$ cat config.mk
export PLATFORM = sky130hd
export DESIGN_NAME = uart_rx
export DESIGN_NICKNAME = d
export VERILOG_FILES = /design/src/rtl/uart_rx.sv
export SDC_FILE = /design/constraint.sdc
export NUM_CORES = 1
export LEC_CHECK = 0
export CAP_MARGIN = 20
export CORE_ASPECT_RATIO = 1.75
export CORE_UTILIZATION = 60
export DETAILED_ROUTE_END_ITERATION = 16
export GPL_ROUTABILITY_DRIVEN = 0
export PLACE_DENSITY = 0.83
export RECOVER_POWER = 100
export SLEW_MARGIN = 40
export SYNTH_ARGS = -nofsm -noshare
export SYNTH_HDL_FRONTEND = slang
export SYNTH_SLANG_ARGS = --single-unit
$ cat constraint.sdc
create_clock -name clk -period 6.5 [get_ports clk]
set_input_delay 0.975 -clock clk [delete_from_list [all_inputs] [get_ports clk]]
set_output_delay 0.975 -clock clk [all_outputs]
set_load 0.05 [all_outputs]
$ cat src/rtl/uart_rx.sv
// uart_rx -- fixed-format 8n1 UART receiver (8 data bits, no parity, 1 stop,
// LSB first). Bit period is SLOW_DIV or FAST_DIV clk cycles. high_speed
// chooses between them and is latched when a start bit is detected.
//
// Ports:
//   clk          system clock
//   rst          synchronous, active-low reset; clears all state
//   rx           asynchronous serial input, idles high
//   data[7:0]    received byte, held stable while valid==1
//   valid        byte available
//   ready        consumer accepts; a transfer happens on valid && ready
//   frame_error  one-cycle pulse when the stop bit is sampled low
//   overflow     one-cycle pulse when a completed byte is dropped because the
//                output still holds an unaccepted byte
//   high_speed   1 = FAST_DIV, 0 = SLOW_DIV
//
// Build option:
//   UART_RX_MAJORITY_EN  when defined, every sample point takes a 2-of-3
//                        majority of rs at expiry-1/expiry/expiry+1. The FSM
//                        acts one cycle after expiry, and the reload is one
//                        cycle shorter so the bit spacing stays the same.
module uart_rx #(
   parameter int SLOW_DIV = 1085,
   parameter int FAST_DIV = 31
) (
   input  logic       clk,
   input  logic       rst,
   input  logic       rx,
   output logic [7:0] data,
   output logic       valid,
   input  logic       ready,
   output logic       frame_error,
   output logic       overflow,
   input  logic       high_speed
);

   localparam logic [10:0] SLOW_W = 11'(SLOW_DIV);
   localparam logic [10:0] FAST_W = 11'(FAST_DIV);

   typedef enum logic [2:0] {
      ST_IDLE,
      ST_START,
      ST_DATA,
      ST_STOP,
      ST_BREAK
   } state_t;

   state_t      state, state_nxt;
   logic        rx_meta, rs;
   logic [10:0] cnt;
   logic [10:0] div;
   logic [10:0] div_sel;
   logic [7:0]  shreg;
   logic [2:0]  bit_cnt;
   logic        timed;
   logic        act;
   logic        smp;
   logic        load_half, load_bit, clr_bits, shift_en;
   logic        deliver, ovf_nxt, fe_nxt;

   assign timed   = (state == ST_START) || (state == ST_DATA) || (state == ST_STOP);
   assign div_sel = high_speed ? FAST_W : SLOW_W;

`ifdef UART_RX_MAJORITY_EN
   // Reload shortened by one: the FSM acts one cycle after expiry.
   localparam logic [10:0] RELOAD_ADJ = 11'd2;

   logic rs_d1, rs_d2, exp_d;

   function automatic logic maj3(input logic a, input logic b, input logic c);
      return (a & b) | (a & c) | (b & c);
   endfunction

   always_ff @(posedge clk) begin
      if (!rst) begin
         rs_d1 <= 1'b1;
         rs_d2 <= 1'b1;
         exp_d <= 1'b0;
      end else begin
         rs_d1 <= rs;
         rs_d2 <= rs_d1;
         // The timer holds at 0 during the act cycle; !exp_d keeps this a single pulse.
         exp_d <= timed && (cnt == 11'd0) && !exp_d;
      end
   end

   // In the act cycle: rs = expiry+1, rs_d1 = expiry, rs_d2 = expiry-1.
   assign act = exp_d;
   assign smp = maj3(rs_d2, rs_d1, rs);
`else
   localparam logic [10:0] RELOAD_ADJ = 11'd1;

   assign act = timed && (cnt == 11'd0);
   assign smp = rs;
`endif

   // State register
   always_ff @(posedge clk) begin
      if (!rst) state <= ST_IDLE;
      else      state <= state_nxt;
   end

   // Next-state logic
   always_comb begin
      state_nxt = state;
      case (state)
         ST_IDLE:  if (!rs) state_nxt = ST_START;
         ST_START: if (act) state_nxt = smp ? ST_IDLE : ST_DATA;
         ST_DATA:  if (act && (bit_cnt == 3'd7)) state_nxt = ST_STOP;
         // Leaving at mid-stop-bit lets a start bit that follows at once be caught.
         ST_STOP:  if (act) state_nxt = smp ? ST_IDLE : ST_BREAK;
         // A line held low must go high before a new start can be seen.
         ST_BREAK: if (rs) state_nxt = ST_IDLE;
         default:  state_nxt = ST_IDLE;
      endcase
   end

   // Output / control decode
   always_comb begin
      load_half = 1'b0;
      load_bit  = 1'b0;
      clr_bits  = 1'b0;
      shift_en  = 1'b0;
      deliver   = 1'b0;
      ovf_nxt   = 1'b0;
      fe_nxt    = 1'b0;
      case (state)
         ST_IDLE:  load_half = !rs;
         ST_START: begin
            if (act && !smp) begin
               load_bit = 1'b1;
               clr_bits = 1'b1;
            end
         end
         ST_DATA: begin
            if (act) begin
               shift_en = 1'b1;
               load_bit = 1'b1;
            end
         end
         ST_STOP: begin
            if (act) begin
               if (smp) begin
                  // A byte accepted this same cycle frees the slot for the new one.
                  if (!valid || ready) deliver = 1'b1;
                  else                 ovf_nxt = 1'b1;
               end else begin
                  fe_nxt = 1'b1;
               end
            end
         end
         default: ;
      endcase
   end

   // Datapath, timer and output registers
   always_ff @(posedge clk) begin
      if (!rst) begin
         rx_meta     <= 1'b1;
         rs          <= 1'b1;
         cnt         <= 11'd0;
         div         <= 11'd0;
         shreg       <= 8'd0;
         bit_cnt     <= 3'd0;
         data        <= 8'd0;
         valid       <= 1'b0;
         frame_error <= 1'b0;
         overflow    <= 1'b0;
      end else begin
         rx_meta <= rx;
         rs      <= rx_meta;

         // Loading N expires N+1 cycles later, on the cycle cnt reads 0.
         if (load_half) begin
            div <= div_sel;
            cnt <= (div_sel >> 1) - 11'd1;
         end else if (load_bit) begin
            cnt <= div - RELOAD_ADJ;
         end else if (cnt != 11'd0) begin
            cnt <= cnt - 11'd1;
         end

         if (clr_bits)      bit_cnt <= 3'd0;
         else if (shift_en) bit_cnt <= bit_cnt + 3'd1;

         // Right shift: the first (LSB) bit ends up in shreg[0].
         if (shift_en) shreg <= {smp, shreg[7:1]};

         if (deliver) begin
            data  <= shreg;
            valid <= 1'b1;
         end else if (valid && ready) begin
            valid <= 1'b0;
         end

         frame_error <= fe_nxt;
         overflow    <= ovf_nxt;
      end
   end

endmodule
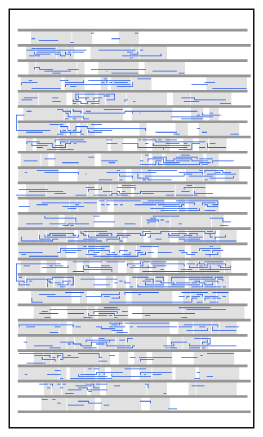
*M1 wires, run 1*
Supply wires on this layer in gray.
share of all routed wire = 39%
main direction = horizontal
wire length on this layer = 1460 um
longest straight run = 14.7 um

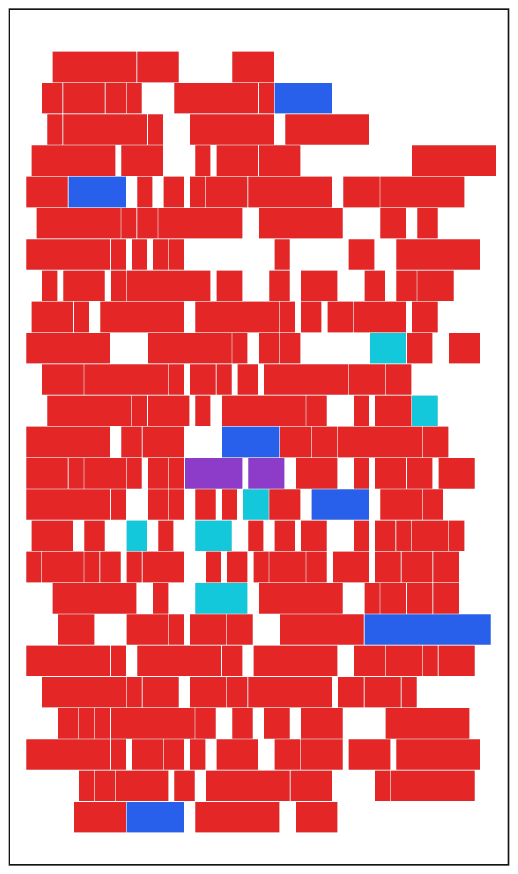
*Drive-strength map, run 1*
x6 and larger -> blue  # cells 6, share 2.8%
x1 and smaller -> red  # cells 200, share 93%
x3 and x4 -> purple  # cells 2, share 0.93%
x2 -> cyan  # cells 6, share 2.8%

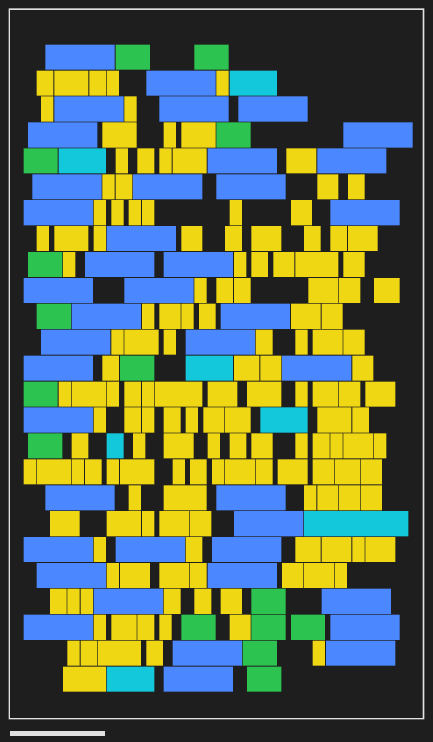
*Placed cells, one color a class, run 1*
Scale bar: 10 um.
registers -> blue  # cells 41, share of their area 41%
clock drivers and dummy loads -> cyan  # cells 7, share of their area 5.2%
remaining buffers and delay cells -> green  # cells 15, share of their area 7.6%
remaining logic cells -> yellow  # cells 151, share of their area 46%

==> changes_impl.md, run 1 <==
### Implementation results

* Dpl cells at 234
* # DRC at 0
* Dominant cell area share at 0.4578
* Tightest Pin Transition at 0.7633 ns
* Initial DRC Count at 58
* EDFF count, synth at 0
* Worst rel slew slack at 0.4892
* Finished Layout Cells at 241
* CP Launch Type: flip-flop
* Clock Latency Late Sink at 0.30 ns
* Layout cells sized above 1 at 0.06542
* DR WL/cell at 15.60 um
* Top post-synthesis cells by area: dfxtp_1 (46%), mux2i_1 (6.1%), nand2_1 (5.4%)
* Commonest Layout Cell: dfxtp_1
* Post-Syn Area at 0.001793 mm2
* CTS Buf Count at 5
* Worst setup margin at 3.815 ns
* Synth Seq Share at 0.4578
* Main logic family after synthesis: simple AND/OR/NAND/NOR gates
* Final instance area at 0.002014 mm2
* Mux area share at 0.06141
* Die span in x at 43.32 um
* Synthesis Warnings at 0
* Tot Pwr at 0.7636 mW
* Nets@finish at 222
* Post-Synth Adder-Cell Area at 0.02094
* Syn avg cell area at 8.876 um2
* CTS tree: yes
* Yosys aoi share at 0.1256
* Yosys stat cell total at 202
* RSZ-0062 raised after global routing: false
* Largest net degree at the start of global routing at 27
* Status: finished clean
* Critical Path AT at 2.85 ns
* Cell Type Count at 43
* Multi-input logic area at 902.1 um2
* CTS resizes at 0
* Total Wirelength at 3760 um
-- run 1: path summary, 6_finish.rpt --
path / start / endpoint / slack (ns) / depth (start not counted)
worst min register to register: rx_meta / rs / 0.43 / 1
worst max register to register: cnt[6] / cnt[10] / 3.81 / 9
worst max-delay path: cnt[6] / cnt[10] / 3.81 / 9
worst min-delay path: rx_meta / rs / 0.43 / 1
-- run 1: critical path, stage by stage, from the launching register on --
cell and delay, ns:
dfxtp_1 0.41, nor4_1 0.11, and4b_1 0.40, a31oi_1 0.32
ha_1 0.23, nor3b_1 0.52, nand3_1 0.14, a31oi_1 0.19
xor2_1 0.19, nor2_1 0.06
-- run 1: routing by layer --
layer	track usage	vias to the layer above	part of all wire
li1	-	730	-
met1	0.2607	722	0.39
met2	0.4663	30	0.54
met3	0.06068	14	0.032
met4	0.1771	0	0.034
met5	0	-	0
-- run 1: where the power goes --
| part | total (mW) | internal, mW | switching (mW) | leakage [nW] |
|---|---|---|---|---|
| registers | 0.321 | 0.286 | 0.0351 | 0.333 |
| clock network | 0.195 | 0.111 | 0.0831 | 0.0540 |
| logic | 0.248 | 0.105 | 0.143 | 0.423 |
| total | 0.764 | 0.502 | 0.262 | 0.810 |
-- run 1: flip-flops by register name, summed over array words and instances, names as in the netlist, 3 cells and up --
signal	flops
div	3
shreg	8
bit_cnt	3
data	8
cnt	11
state	3
-- run 1: final cells by class --
cell class | count | share of cell area
Inverter | 1 | 0.001863
Multi-Input combinational cell | 150 | 0.4478
Timing Repair Buffer | 15 | 0.07453
Sequential cell | 41 | 0.4075
Clock inverter | 2 | 0.01739
Tap cell | 27 | 0.01677
Clock buffer | 5 | 0.03416
==> run 1 -> run 2 <==
--- a/config.mk
+++ b/config.mk
@@ -7,10 +7,10 @@
 export LEC_CHECK = 0
 export CAP_MARGIN = 20
 export CORE_ASPECT_RATIO = 1.75
-export CORE_UTILIZATION = 60
+export CORE_UTILIZATION = 50
 export DETAILED_ROUTE_END_ITERATION = 16
 export GPL_ROUTABILITY_DRIVEN = 0
-export PLACE_DENSITY = 0.83
+export PLACE_DENSITY = 0.73
 export RECOVER_POWER = 100
 export SLEW_MARGIN = 40
 export SYNTH_ARGS = -nofsm -noshare
==> constraint.sdc (replaced) <==
create_clock -name clk -period 2.2 [get_ports clk]
set_input_delay 0.33 -clock clk [delete_from_list [all_inputs] [get_ports clk]]
set_output_delay 0.33 -clock clk [all_outputs]
set_load 0.05 [all_outputs]
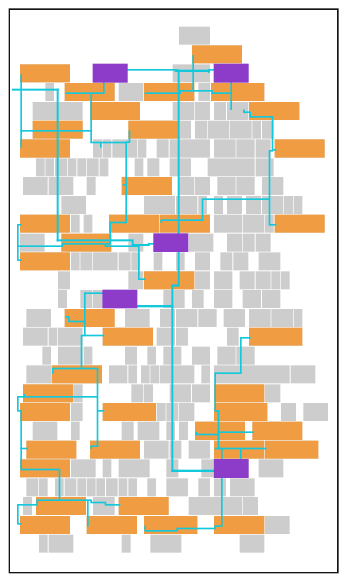
*Routed clock nets over the placement, run 2*
clock wires -> cyan  # length 468 um
clock-net drivers -> purple  # count 5
flip-flops -> orange  # count 41
routed clock nets = 6
flops lie = widely spread

==> changes_impl.md, run 2 <==
### Implementation results

* Crit. Startpoint: cnt[3]
* Nets@finish at 233 (+5.0%)
* Largest net degree at the start of global routing at 21 (-22%)
* Fmax at 0.4700 GHz
* Total Wirelength at 3978 um (+5.8%)
* CTS resizes at 0 (unchanged)
* Post-Syn Area at 0.001793 mm2 (unchanged)
* Hold Crit Start: rx_meta
* Max FFs per register at 11 (unchanged)
* Top Consumer: sequential cells
* Clk. pwr at 0.605 mW (+210%)
* Initial DRC Count at 31 (-47%)
* Count of final max-slew check failures at 0
* Cell taking the most area after synthesis: dfxtp_1
* Yosys chip area at 0.001793 mm2
* Input/output buffers at 15
* First-pass GRT wire length at 6354 um
* RSZ-0062 raised after global routing: true
* Commonest Layout Cell: dfxtp_1
* Reg with most FFs: cnt
* Dpl cell area at 0.002024 mm2
* Worst flop-to-flop path startpoint: cnt[3]
* Clk slew on worst S/H paths at 0.08 ns
* CTS Buf Count at 5 (unchanged)
* Finished Layout Cells at 271 (+12%)
* Commonest flop: dfxtp_1
* Cell Type Count at 43 (unchanged)
* EDFF count, synth at 0 (unchanged)
* Pint at 1.619 mW (+220%)
* Die span in x at 47.27 um (+9.1%)
* Switching share of power at 0.3501 (+0.007531)
* Total gr overflow at 0
* Final instance area at 0.002177 mm2 (+8.1%)
* Tot Pwr at 2.491 mW (+230%)
* Synth Seq Share at 0.4578 (unchanged)
* DP Worst Slack at 0.05014 ns
* # Max-Cap Violations at 0
* Clk pwr share at 0.243 (-0.012)
* H-tree levels at 2
* CP Launch Type: flip-flop
* Routed Antenna Nets at 0
* Syn avg cell area at 8.876 um2 (unchanged)
* Combinational share of power at 0.363 (+0.038)
* Yosys stat cell total at 202 (unchanged)
* Top post-synthesis cells by area: dfxtp_1 (46%), mux2i_1 (6.1%), nand2_1 (5.4%)
* Peak supply drop at 0.8556 mV
* # DRC at 0 (unchanged)
* Status: finished clean
* Synthesis Warnings at 0 (unchanged)
* CTS tree: yes
* Worst setup margin at 0.07241 ns (-3.742 ns)
* Dpl cells at 263 (+12%)
* Hold_buf cts at 0
* Initial core utilization at 0.5276
* I/O Pins at 16
* P_seq at 0.982 mW (+210%)
* Sw Pwr at 0.8719 mW (+230%)
* Worst rel slew slack at 0.4605 (-0.02872)
* Crit Path Class: reg -> reg
* Die Footprint at 0.003839 mm2
* Post-CTS setup repair buffer count at 0
* Setup Total Neg Slack at 0 ns
* Seq pwr share at 0.394 (-0.026)
* Biggest registers after layout: cnt x11, data x8, shreg x8
* Layout cells sized above 1 at 0.1637 (+0.09830)
* N_diodes at 0
* Clock Sinks at 41
* Cell with the most instances after synthesis: dfxtp_1
* DR WL/cell at 14.68 um (-5.9%)
* Tightest Pin Transition at 0.8092 ns (+0.04590 ns)
* Critical Path AT at 2.33 ns (-0.52 ns)
* Power Combinational at 0.904 mW (+260%)
* Dominant cell area share at 0.4578 (unchanged)
* Most frequent cells in the layout: dfxtp_1 (35), nor2_1 (26), nand2_1 (26), a21oi_1 (16), clkdlybuf4s50_1 (14)
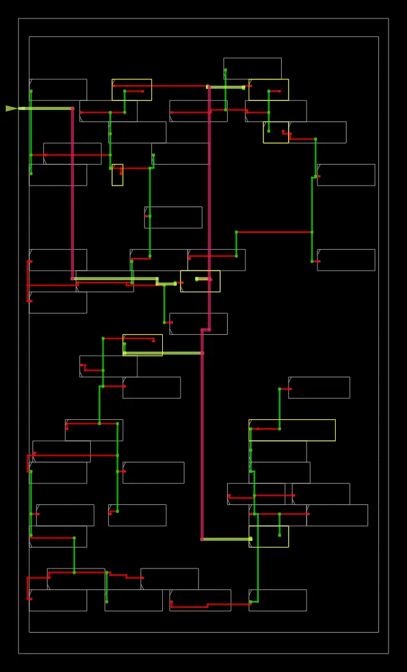
*Clock wiring as the flow saved it, run 2*
Final Skew: 0.01037 ns
clk_buf instances: 6
Clock Latency Late Sink: 0.30 ns

-- run 2: cell counts after synthesis --
Identical to the previous run, type by type.
-- run 2: area by class of cell --
class                           instances  area (um2)
Multi-Input combinational cell        150       948.4
Sequential cell                        41       828.3
Inverter                                1       3.754
Clock inverter                          2       38.79
Timing Repair Buffer                   26       229.0
Clock buffer                            6       72.57
Tap cell                               45       56.30
Fill cell                             302        1221
-- run 2: logic make-up (layout without fill, tap and decap cells) --
logic type               Yosys count  in the layout  share of synthesized area
buffers and inverters             11             35                    0.03698
AND-OR/OR-AND                     37             37                     0.1256
flip-flops                        41             41                     0.4578
AND/OR/NAND/NOR                   90             90                     0.2533
XOR/XNOR                           9              9                    0.04397
adder cells (fa/ha/maj)            3              3                    0.02094
multiplexers                      11             11                    0.06141
-- run 2: path summary, 6_finish.rpt --
kind	to	slack [ns]	depth (start not counted)
max	cnt[10]	0.07	9
max reg2reg	cnt[10]	0.07	9
min	rs	0.43	1
min reg2reg	rs	0.43	1
-- run 2: critical path, cell delays in order (launching register included) --
cell and delay, ns:
dfxtp_1 0.44, nor4_2 0.08, and4b_2 0.28, a31oi_2 0.22, ha_2 0.23, nor3b_4 0.26, nand3_1 0.11, a31oi_1 0.19
xor2_1 0.15, nor2_1 0.05
-- run 2: per-layer routing --
| metal | vias to the layer above | GRT usage | part of all wire | routed length, um |
|---|---|---|---|---|
| met5 | - | 0 | 0 | 0 |
| met4 | 0 | 0.1143 | 0.021 | 85 |
| met3 | 8 | 0.06000 | 0.039 | 156 |
| met2 | 47 | 0.3986 | 0.54 | 2151 |
| met1 | 732 | 0.2531 | 0.40 | 1584 |
| li1 | 757 | - | - | - |
Power and IR drop assume default switching activity.
